==> src/rtl/ram_arbiter.sv <==
// Two-master arbiter for a single-port data RAM: the CPU data port (m0) and a loader/DMA port (m1).
// Each grant lasts one cycle; RAM strobes and acks are decoded from the state register.
module ram_arbiter #(
    parameter int unsigned RR_EN = 1
) (
    input  logic        clk,
    input  logic        rst,

    input  logic        m0_req,
    input  logic        m0_we,
    input  logic [31:0] m0_addr,
    input  logic [3:0]  m0_sel,
    input  logic [31:0] m0_data_i,
    output logic [31:0] m0_data_o,
    output logic        m0_ack,

    input  logic        m1_req,
    input  logic        m1_we,
    input  logic [31:0] m1_addr,
    input  logic [3:0]  m1_sel,
    input  logic [31:0] m1_data_i,
    output logic [31:0] m1_data_o,
    output logic        m1_ack,

    output logic        ram_ce_o,
    output logic        ram_we_o,
    output logic [31:0] ram_addr_o,
    output logic [3:0]  ram_sel_o,
    output logic [31:0] ram_data_o,
    input  logic [31:0] ram_data_i
);

    typedef enum logic [1:0] {
        IDLE = 2'd0,
        GNT0 = 2'd1,
        GNT1 = 2'd2
    } state_e;

    state_e state_q, state_d;
    logic   last_grant_q, last_grant_d;
    logic   gnt0, gnt1;

    always_comb begin
        state_d = IDLE;
        unique case (state_q)
            IDLE: begin
                if (m0_req && m1_req) begin
                    // On a tie, round-robin favours whoever was not served last.
                    if ((RR_EN != 0) && !last_grant_q) state_d = GNT1;
                    else                               state_d = GNT0;
                end else if (m0_req) begin
                    state_d = GNT0;
                end else if (m1_req) begin
                    state_d = GNT1;
                end
            end
            // The granted master still holds req during its ack cycle, so only
            // the other master can chain a grant.
            GNT0:    state_d = m1_req ? GNT1 : IDLE;
            GNT1:    state_d = m0_req ? GNT0 : IDLE;
            default: state_d = IDLE;
        endcase

        last_grant_d = last_grant_q;
        if (state_d == GNT0) last_grant_d = 1'b0;
        if (state_d == GNT1) last_grant_d = 1'b1;
    end

    always_ff @(posedge clk or posedge rst) begin
        if (rst) begin
            state_q      <= IDLE;
            last_grant_q <= 1'b1;
        end else begin
            state_q      <= state_d;
            last_grant_q <= last_grant_d;
        end
    end

    // Async reset clears state_q, which drops every strobe below without a clock.
    assign gnt0 = (state_q == GNT0);
    assign gnt1 = (state_q == GNT1);

    assign ram_ce_o   = gnt0 | gnt1;
    assign ram_we_o   = (gnt0 & m0_we) | (gnt1 & m1_we);
    assign ram_addr_o = gnt0 ? m0_addr   : (gnt1 ? m1_addr   : 32'd0);
    assign ram_sel_o  = gnt0 ? m0_sel    : (gnt1 ? m1_sel    : 4'd0);
    assign ram_data_o = gnt0 ? m0_data_i : (gnt1 ? m1_data_i : 32'd0);

    assign m0_ack    = gnt0;
    assign m1_ack    = gnt1;
    assign m0_data_o = (gnt0 && !m0_we) ? ram_data_i : 32'd0;
    assign m1_data_o = (gnt1 && !m1_we) ? ram_data_i : 32'd0;

endmodule

==> config.mk <==
export PLATFORM = sky130hd
export DESIGN_NAME = ram_arbiter
export DESIGN_NICKNAME = d
export VERILOG_FILES = /design/src/rtl/ram_arbiter.sv
export SDC_FILE = /design/constraint.sdc
export NUM_CORES = 1
export LEC_CHECK = 0
export ABC_AREA = 1
export ABC_CLOCK_PERIOD_IN_PS = 2180
export CORE_AREA = 8 8 113 115
export DETAILED_ROUTE_END_ITERATION = 12
export DIE_AREA = 0 0 121 123
export SYNTH_ARGS = -nofsm -noshare
export SYNTH_HDL_FRONTEND = slang
export SYNTH_SLANG_ARGS = --single-unit
==> constraint.sdc <==
create_clock -name clk -period 2.18 [get_ports clk]
set_clock_uncertainty 0.1 [all_clocks]
set_input_delay 0.218 -clock clk [delete_from_list [all_inputs] [get_ports clk]]
set_output_delay 0.218 -clock clk [all_outputs]
set_load 0.03 [all_outputs]
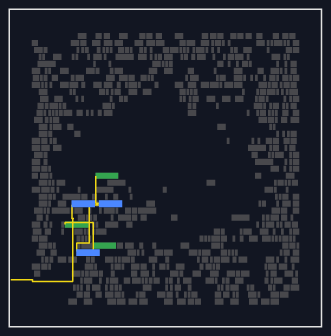
Figure 1: run 1, clock network drawn from the DEF.
Blue is clock-net drivers, count 3. Green is flip-flops, count 3. Yellow is clock wires, length 123 um.
There are 4 routed clock nets.
Clk network pwr share: 0.053
Clk Latency, worst-skew pair: 0.22 ns
power drawn by the clock network: 0.293 mW

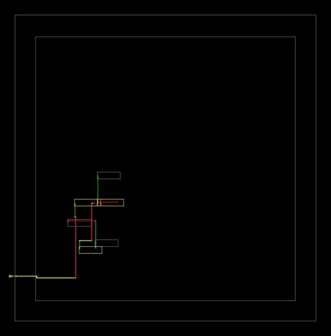
Figure 2: run 1, clock nets.
total of clock buffers placed in the layout: 4
Num Clock Sinks: 3
TritonCTS buffer count: 3

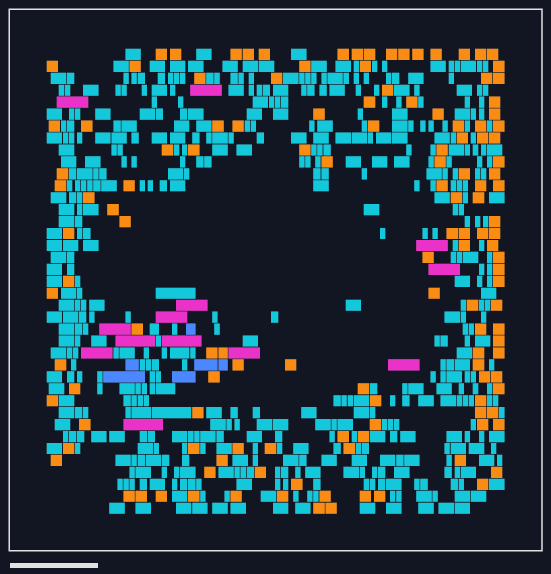
Figure 3: run 1, drive-strength map.
Bar = 20 um.
Orange is x3 and x4, cells 133. Cyan is x1 and smaller, cells 501. Magenta is x6 and larger, cells 13. Blue is x2, cells 6.

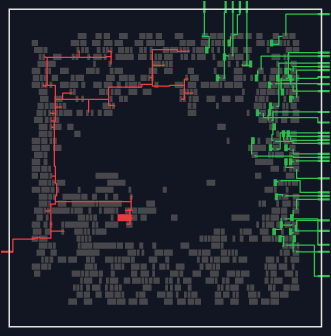
Figure 4: run 1, nets reached from selected ports.
Red is `m0_ack`, direction output, edge left, end cells 1, buffers 2, wire 327 um. Green is `m0_data_o`, direction output, edge 27 right, 5 top, end cells 32, buffers 32, wire 678 um.

[run 1: state kept, by name, indices dropped and copies added (netlist names)]
| register | count |
|---|---|
| last_grant_q | 1 |
| state_q | 2 |
[run 1: worst max-delay path: cells and delay by family, from the launching register on]
kind / cells / cell delay [ns]
adder cells (fa/ha/maj): 1 / 0.24
flip-flops: 1 / 0.39
buffers and inverters: 3 / 0.63
AND/OR/NAND/NOR: 2 / 0.22
[run 1: worst paths after layout]
| path | from | end | slack [ns] |
|---|---|---|---|
| setup / recovery | state_q[1]$_DFF_PP0_ | ram_data_o[1] | 0.15 |
| hold / removal | rst | state_q[1]$_DFF_PP0_ | 0.08 |
| setup reg to reg | state_q[1]$_DFF_PP0_ | last_grant_q$_DFFE_PP1P_ | 0.48 |
| hold reg to reg | last_grant_q$_DFFE_PP1P_ | last_grant_q$_DFFE_PP1P_ | 0.38 |
| max in group asynchronous | rst | last_grant_q$_DFFE_PP1P_ | 1.68 |
| min in group clk | last_grant_q$_DFFE_PP1P_ | last_grant_q$_DFFE_PP1P_ | 0.38 |
[run 1: logic make-up (layout without fill, tap and decap cells)]
kind of cell,Yosys count,after routing,share of synthesized area
adders and majority gates,5,5,0.03759
AOI/OAI and AO/OA,4,4,0.01504
and+or+nand+nor,279,279,0.6835
buffers and inverters,71,362,0.2180
DFF,3,3,0.04587
[run 1: metal layers]
| layer | track usage | wire length [um] | share of wire | vias to the layer above |
|---|---|---|---|---|
| met4 | 0.02420 | 137 | 0.011 | 0 |
| met1 | 0.1548 | 4496 | 0.36 | 1383 |
| met2 | 0.2746 | 6285 | 0.51 | 167 |
| met5 | 0 | 0 | 0 | - |
| li1 | - | - | - | 1672 |
| met3 | 0.05708 | 1412 | 0.11 | 10 |
[run 1: cells in the mapped netlist]
cell type	instances	area (um2)
buf_6	6	67.56
nand2_1	144	540.5
buf_2	15	75.07
ha_1	5	62.56
dfstp_2	1	26.28
nor2_1	65	244.0
nand3_1	68	340.3
a21oi_1	2	10.01
inv_1	41	153.9
nand2_2	2	12.51
a21oi_2	1	8.760
o22ai_1	1	6.260
buf_4	8	60.06
inv_4	1	6.260
dfrtp_1	2	50.05
[run 1: area by class of cell]
type	count	area [um2]
clock buffer	4	78.83
fill	1140	6420
inverter	42	160.2
multi-input combinational	288	1230
sequential	3	76.32
tap	143	178.9
timing repair buffer	316	2933
[run 1: power by group through the flow]
stage	logic [mW]	clock network (mW)	registers, mW
2_1_floorplan	3.14	0	0.108
3_3_place_gp	5.14	0	0.110
3_5_place_dp	5.14	0	0.113
4_1_cts	5.16	0.296	0.114
5_1_grt	5.45	0.303	0.117
6_report	5.08	0.293	0.113
==> results.txt, run 1 <==
impl run done, here's what came out: maximum capacitance violations 0, Unique masters post-synth 15, yosys-reported design area after synthesis 1664 um2, clock slew at the register clock pins of the worst setup and hold paths 0.03 ns, ratio of cells with drive above 1 in the final layout 0.2328, leading cell types in the layout, fill and taps excluded clkdlybuf4s50_1, nand2_1, buf_4, vertical extent of the die 123 um, highest-count logic cell in the final layout clkdlybuf4s50_1, cts repair resizes 0, sw frac 0.5961, largest voltage drop on the vdd net 623.7 uV, cell internal pwr 2.217 mW, Setup Crit Path Kind flip-flop to primary output, Overflow after GRT 0, Req. time, crit path 1.86 ns, CTS Hold Bufs 0, Tot Pwr 5.487 mW, total setup buffers inserted after CTS 0, number of vias in the routed layout 3232, largest stage delay on the critical path 0.39 ns, WL per Instance 15.49 um, worst setup slack after layout 0.1488 ns, number of logged tool warnings 29, cells after synthesis 362, via count of the first global-routing pass 3294, Finished Cell Area 4657 um2, worst relative slew slack 0.7456, result of the run finished, final reports clean, arrival time at the worst endpoint 1.71 ns, Period Utilization, post-route 0.9317, drt pass-1 iters 4, TritonCTS clock tree done, worst hold-check path type input port to async pin, CP endpoint kind primary output, total negative slack 0 ns
Figure 5. Metal layers overlaid (run 1).
Bar = 20 um.
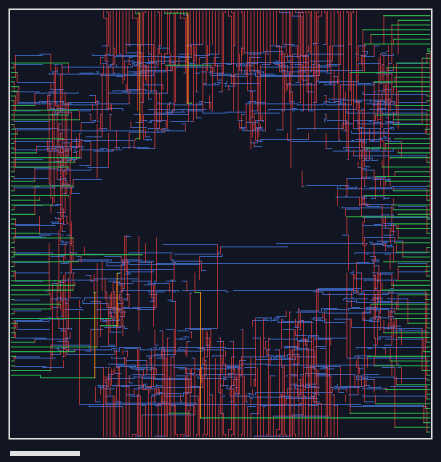

## Run 2: what changed since run 1
--- a/config.mk
+++ b/config.mk
@@ -10,6 +10,8 @@
 export CORE_AREA = 8 8 113 115
 export DETAILED_ROUTE_END_ITERATION = 12
 export DIE_AREA = 0 0 121 123
+export GPL_ROUTABILITY_DRIVEN = 0
+export PLACE_DENSITY_LB_ADDON = 0.12
 export SYNTH_ARGS = -nofsm -noshare
 export SYNTH_HDL_FRONTEND = slang
 export SYNTH_SLANG_ARGS = --single-unit
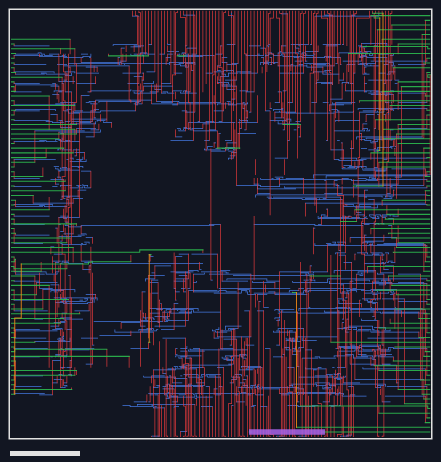
Figure 6: run 2, metal layers overlaid.
Bar = 20 um.
Red is M2, wire length 6490 um. Orange is M4, wire length 191 um. Blue is M1, wire length 4410 um. Green is M3, wire length 1550 um. Purple is M5, wire length 20.2 um.
WL per Instance: 15.85 um
wirelength, routed: 12650 um
overall track demand over capacity in global routing: 0.1542
number of vias in the routed layout: 3312

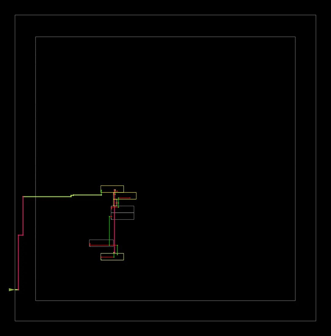
Figure 7: run 2, clock nets.
power drawn by the clock network: 0.294 mW
Clk Latency, worst-skew pair: 0.23 ns
flop count: 3

==> run 2 against run 1 <==
Setup slack gained 0.0081 ns; core utilization fell by 0.090 points; count of clock-buffer cells in the layout did not move; synthesized cell count unchanged; die size stayed put; cell count grew 0.25%; global-route usage grew 0.72 points; sequential cell count unchanged; combinational power barely moved; final area fell by 0.21%; first-iteration DRC count grew 18%.
==> results.txt, run 2 <==
impl run done, here's what came out: yosys-reported design area after synthesis 1664 um2 (unchanged), most flop-heavy register state_q, Period Utilization, post-route 0.9280 (-0.003703), post-synthesis sequential element count 3, filler instances 1158 (+1.6%), Num Clock Sinks 3 (unchanged), arrival time at the worst endpoint 1.71 ns (about the same), die x size 121 um, antenna diode count 0, Req. time, crit path 1.86 ns (about the same), count of final hold-check violations 0, number of cell instances on the worst register-to-register path 6, wire length of the first global-routing pass 18330 um, number of antenna violations at the first check in global routing 1, share of flip-flops with an asynchronous set or reset 1.000 (unchanged), level count of the clock H-tree 1, starting density of the core 0.1502, number of flip-flops under the largest register name 2 (unchanged), highest-count logic cell in the final layout clkdlybuf4s50_1, count of unresolved DRC violations after routing 0, CTS Hold Bufs 0 (unchanged), TritonCTS buffer count 3 (unchanged), first-iteration detailed-routing DRC count 154, top cell type by instance count after synthesis nand2_1, Leakage 2.532 nW, Synth Net Count 541, cell accounting for the most synthesized area nand2_1, result of the run finished, final reports clean, Overflow after GRT 0 (unchanged), cts repair resizes 0 (unchanged), Vias/cell 4.150, Core Footprint 11080 um2, Max Root-Sink Buffers 2, number of enable-type register cells in the synthesized netlist 0 (unchanged), die footprint 14880 um2, Main synth FF type dfrtp_1, largest net degree at the start of global routing 38, leading cell types in the layout, fill and taps excluded clkdlybuf4s50_1, nand2_1, buf_4, number of logged tool warnings 29 (unchanged), clock slew at the register clock pins of the worst setup and hold paths 0.03 ns (about the same), drt pass-1 iters 6 (+2), registers with the highest flip-flop counts state_q x2, last_grant_q x1, instance count after placement with tap cells included 794, flop-to-flop setup slack 0.55 ns (+0.07 ns), crit path launch type flip-flop, maximum frequency from static timing analysis 494.3 MHz, via count of the first global-routing pass 3345 (+1.5%), RSZ-0062 raised after global routing no, total setup buffers inserted after CTS 0 (unchanged), Total Nets Final 835, pin slew with the least headroom to its limit 0.3511 ns, Final ANT Viol Nets 0, ratio of cells with drive above 1 in the final layout 0.2351 (+0.002343), clk root buf clkbuf_16, half-perimeter wire length after detailed placement 10910 um, share of the synthesized area in the top cell type 0.3248 (unchanged), vertical extent of the die 123 um (unchanged), number of rows created at floorplan 39, top post-synthesis cells by count nand2_1, nand3_1, nor2_1, largest voltage drop on the vdd net 534.7 uV (-14%), Area growth, synth to finish 179.2%, cells after synthesis 362 (unchanged), total negative slack 0 ns (unchanged), netlist area before placement 1664 um2, Mapped Avg Cell Area 4.597 um2, main area contributors after synthesis nand2_1, nand3_1, nor2_1, worst hold-check path type input port to async pin, maximum capacitance violations 0 (unchanged), Unique masters post-synth 15 (unchanged), maximum fanout count along the critical path 32, CP endpoint kind primary output, TritonCTS clock tree done, worst relative slew slack 0.7659 (+0.02032), Setup Crit Path Kind flip-flop to primary output
[run 2: final cells by class]
type                    count  area [um2]  share of cell area
multi-input cells         288        1230              0.2647
clock buffers               4       78.83             0.01696
well taps                 143       178.9             0.03850
flip-flops and latches      3       76.32             0.01642
inverters                  42       160.2             0.03446
repair buffers            318        2923              0.6290
[run 2: cell families after synthesis]
family                     after synthesis  share of synthesized area
AOI/OAI and AO/OA                        4                    0.01504
adders and majority gates                5                    0.03759
and+or+nand+nor                        279                     0.6835
buffers and inverters                   71                     0.2180
DFF                                      3                    0.04587
[run 2: power by group]
group	internal, mW	switching, mW
combinational	1.87	3.20
clock	0.242	0.0529
sequential	0.0922	0.0205
total	2.20	3.28
[run 2: critical path, stage by stage, from the launching register on]
cell     delay [ns]
dfrtp_1        0.39
inv_1          0.09
ha_2           0.24
buf_4          0.35
nand3_1        0.13
nand2_1        0.12
buf_12         0.13
[run 2: path summary, 6_finish.rpt]
check                                         start                       end
setup / recovery               state_q[0]$_DFF_PP0_              ram_sel_o[2]
hold / removal                                  rst      state_q[1]$_DFF_PP0_
setup reg to reg               state_q[1]$_DFF_PP0_  last_grant_q$_DFFE_PP1P_
hold reg to reg            last_grant_q$_DFFE_PP1P_  last_grant_q$_DFFE_PP1P_
max in group asynchronous                       rst  last_grant_q$_DFFE_PP1P_
min in group clk           last_grant_q$_DFFE_PP1P_  last_grant_q$_DFFE_PP1P_
[run 2: through the flow]
| stage | util | setup slack (ns) | hold WS, ns | power [mW] | area, um2 |
|---|---|---|---|---|---|
| after CTS | 0.4195 | 0.1105 | 0.07657 | 5.562 | 4647 |
| after global placement | 0.4124 | 0.4123 | 0.3075 | 5.228 | 4568 |
| after global routing | 0.4195 | 0.02394 | 0.1035 | 5.857 | 4647 |
| final | 0.4195 | 0.1569 | 0.07071 | 5.476 | 4647 |
| after detailed placement | 0.4124 | 0.3526 | 0.3126 | 5.254 | 4568 |
| after floorplan | - | 0.1718 | -0.1291 | 3.249 | 1664 |
[run 2: metal layers]
layer | track usage | routed length (um) | up-vias
li1 | - | - | 1680
met1 | 0.1532 | 4405 | 1435
met2 | 0.2891 | 6485 | 183
met3 | 0.06758 | 1548 | 12
met4 | 0.03669 | 190 | 2
met5 | 0 | 20 | -
## Run 3: what changed since run 2
--- a/config.mk
+++ b/config.mk
@@ -7,6 +7,7 @@
 export LEC_CHECK = 0
 export ABC_AREA = 1
 export ABC_CLOCK_PERIOD_IN_PS = 2180
+export CAP_MARGIN = 20
 export CORE_AREA = 8 8 113 115
 export DETAILED_ROUTE_END_ITERATION = 12
 export DIE_AREA = 0 0 121 123
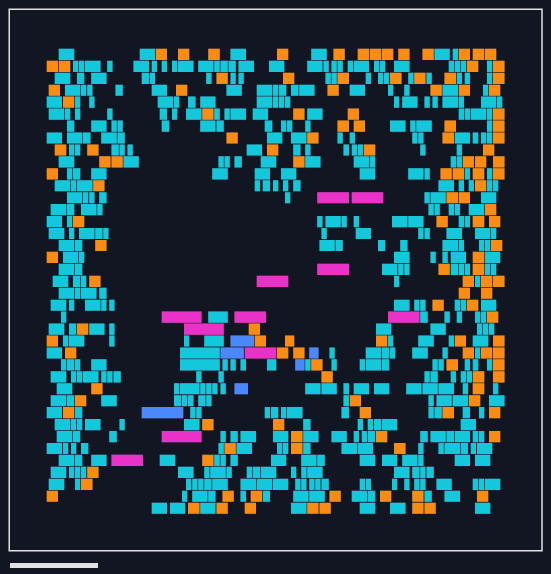
Figure 8: run 3, drive-strength map.
Bar = 20 um.
Orange is x3 and x4, cells 137. Magenta is x6 and larger, cells 11. Cyan is x1 and smaller, cells 501. Blue is x2, cells 6.
worst setup slack after layout: 0.1569 ns
Area growth, synth to finish: 179.2%
Finished Cell Area: 4647 um2

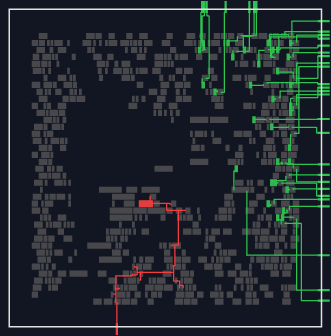
Figure 9: run 3, nets reached from selected ports.
Green is `m0_data_o`, direction output, edge 25 right, 7 top, end cells 32, buffers 32, wire 785 um. Red is `m0_ack`, direction output, edge bottom, end cells 1, buffers 2, wire 114 um.

==> run 3 against run 2 <==
Sequential cell count did not move; largest cell class unchanged; worst hold slack did not move; final area did not move; sequential power barely moved; highest routed layer unchanged; setup slack did not move; wire length did not move; non-clock buffer count did not move.
==> results.txt, run 3 <==
impl run done, here's what came out: Clk Latency, worst-skew pair 0.23 ns (about the same), area fraction in compound gates 0.01504 (unchanged), crit path launch type flip-flop, post-synthesis sequential element count 3 (unchanged), Mapped Avg Cell Area 4.597 um2 (unchanged), Leakage 2.532 nW (unchanged), Unique masters post-synth 15 (unchanged), half-perimeter wire length after detailed placement 10910 um (unchanged), arrival time at the worst endpoint 1.71 ns (about the same), CTS Hold Bufs 0 (unchanged), maximum frequency from static timing analysis 494.3 MHz (unchanged), fa+ha+maj area frac 0.03759 (unchanged), number of antenna violations at the first check in global routing 1 (unchanged), cells after synthesis 362 (unchanged), wirelength, routed 12650 um (unchanged), number of rows created at floorplan 39 (unchanged), wire length of the first global-routing pass 18330 um (unchanged), netlist area before placement 1664 um2 (unchanged), Total Nets Final 835 (unchanged), worst hold-check path type input port to async pin, level count of the clock H-tree 1 (unchanged), antenna diode count 0 (unchanged), most flop-heavy register state_q, Core Footprint 11080 um2 (unchanged), leading cell types in the layout, fill and taps excluded clkdlybuf4s50_1, nand2_1, buf_4, maximum capacitance violations 0 (unchanged), vertical extent of the die 123 um (unchanged), drt pass-1 iters 6 (unchanged), Max Root-Sink Buffers 2 (unchanged), smallest hold slack 0.07071 ns (unchanged), count of unresolved DRC violations after routing 0 (unchanged), registers with the highest flip-flop counts state_q x2, last_grant_q x1, Req. time, crit path 1.86 ns (about the same), largest stage delay on the critical path 0.39 ns (about the same), largest voltage drop on the vdd net 534.7 uV (unchanged), number of vias in the routed layout 3312 (unchanged), top cell type by instance count after synthesis nand2_1, clock slew at the register clock pins of the worst setup and hold paths 0.03 ns (about the same), pin slew with the least headroom to its limit 0.3511 ns (unchanged), share of the synthesized area in the top cell type 0.3248 (unchanged), first-iteration detailed-routing DRC count 154 (unchanged), Num Clock Sinks 3 (unchanged), WL per Instance 15.85 um (unchanged), highest-count logic cell in the final layout clkdlybuf4s50_1, number of logged tool warnings 29 (unchanged), yosys-reported design area after synthesis 1664 um2 (unchanged), cts repair resizes 0 (unchanged), Synth Net Count 541 (unchanged), total negative slack 0 ns (unchanged), cell accounting for the most synthesized area nand2_1, TritonCTS clock tree done, clk root buf clkbuf_16, Overflow after GRT 0 (unchanged), top post-synthesis cells by count nand2_1, nand3_1, nor2_1, count of final hold-check violations 0 (unchanged), overall track demand over capacity in global routing 0.1542 (unchanged), Period Utilization, post-route 0.9280 (unchanged), maximum fanout count along the critical path 32 (unchanged), CP endpoint kind primary output, worst relative slew slack 0.7659 (unchanged), total setup buffers inserted after CTS 0 (unchanged), RSZ-0062 raised after global routing no, number of enable-type register cells in the synthesized netlist 0 (unchanged), number of flip-flops under the largest register name 2 (unchanged), multiplexer fraction of the synthesized cell area 0 (unchanged), Final ANT Viol Nets 0 (unchanged), share of flip-flops with an asynchronous set or reset 1.000 (unchanged), post-synthesis xor/xnor area fraction 0 (unchanged), TritonCTS buffer count 3 (unchanged), via count of the first global-routing pass 3345 (unchanged), Vias/cell 4.150 (unchanged), simple-gate area share of the yosys netlist 0.6835 (unchanged), Setup Crit Path Kind flip-flop to primary output, main area contributors after synthesis nand2_1, nand3_1, nor2_1, die footprint 14880 um2 (unchanged), starting density of the core 0.1502 (unchanged), PortBufs 309, ratio of cells with drive above 1 in the final layout 0.2351 (unchanged), filler instances 1158 (unchanged), Main synth FF type dfrtp_1, Synth logic family simple AND/OR/NAND/NOR gates, result of the run finished, final reports clean, crit-path cells inv_1 -> ha_2 -> buf_4 -> nand3_1 -> nand2_1 -> buf_12, largest net degree at the start of global routing 38 (unchanged), cell with the largest stage delay on the worst path dfrtp_1, die x size 121 um (unchanged)
## run 3: critical path, delay by kind of cell, from the launching register on
kind	cells	cell delay [ns]
adders and majority gates	1	0.24
buffers and inverters	3	0.57
DFF	1	0.39
and+or+nand+nor	2	0.25
## run 3: layout make-up
class                           count  area [um2]  share of cell area
Timing Repair Buffer              318        2923              0.6290
Multi-Input combinational cell    288        1230              0.2647
Tap cell                          143       178.9             0.03850
Inverter                           42       160.2             0.03446
Clock buffer                        4       78.83             0.01696
Sequential cell                     3       76.32             0.01642
## run 3: path summary, 6_finish.rpt
path / cells past startpoint / slack (ns) / start / endpoint
max: 6 / 0.16 / state_q[0]$_DFF_PP0_ / ram_sel_o[2]
min: 2 / 0.07 / rst / state_q[1]$_DFF_PP0_
max reg2reg: 6 / 0.55 / state_q[1]$_DFF_PP0_ / last_grant_q$_DFFE_PP1P_
min reg2reg: 2 / 0.39 / last_grant_q$_DFFE_PP1P_ / last_grant_q$_DFFE_PP1P_
max in group asynchronous: 2 / 1.69 / rst / last_grant_q$_DFFE_PP1P_
min in group clk: 2 / 0.39 / last_grant_q$_DFFE_PP1P_ / last_grant_q$_DFFE_PP1P_
## run 3: per-stage QoR
step / utilization / instance area, um2 / setup slack, ns / cells / total power, mW
final: 0.4195 / 4647 / 0.1569 / 798 / 5.476
after global routing: 0.4195 / 4647 / 0.02394 / 798 / 5.857
after CTS: 0.4195 / 4647 / 0.1105 / 798 / 5.562
after detailed placement: 0.4124 / 4568 / 0.3526 / 794 / 5.254
after global placement: 0.4124 / 4568 / 0.4123 / 794 / 5.228
after floorplan: - / 1664 / 0.1718 / 362 / 3.249
## run 3: cell families after synthesis
| group | count (synthesis) |
|---|---|
| AOI/OAI and AO/OA | 4 |
| adders and majority gates | 5 |
| buffers and inverters | 71 |
| DFF | 3 |
| and+or+nand+nor | 279 |
## run 3: report_power, final
part | total [mW] | switching (mW) | internal (mW) | leakage (nW)
Combinational | 5.07 | 3.20 | 1.87 | 2.46
Sequential | 0.113 | 0.0205 | 0.0922 | 0.0363
Clock | 0.294 | 0.0529 | 0.242 | 0.0382
## run 3: per-layer routing
metal,up-vias,global-route usage,wire (um)
li1,1680,-,-
met1,1435,0.1532,4405
met2,183,0.2891,6485
met3,12,0.06758,1548
met4,2,0.03669,190
met5,-,0,20
Power is estimated from default activity; no workload was simulated.
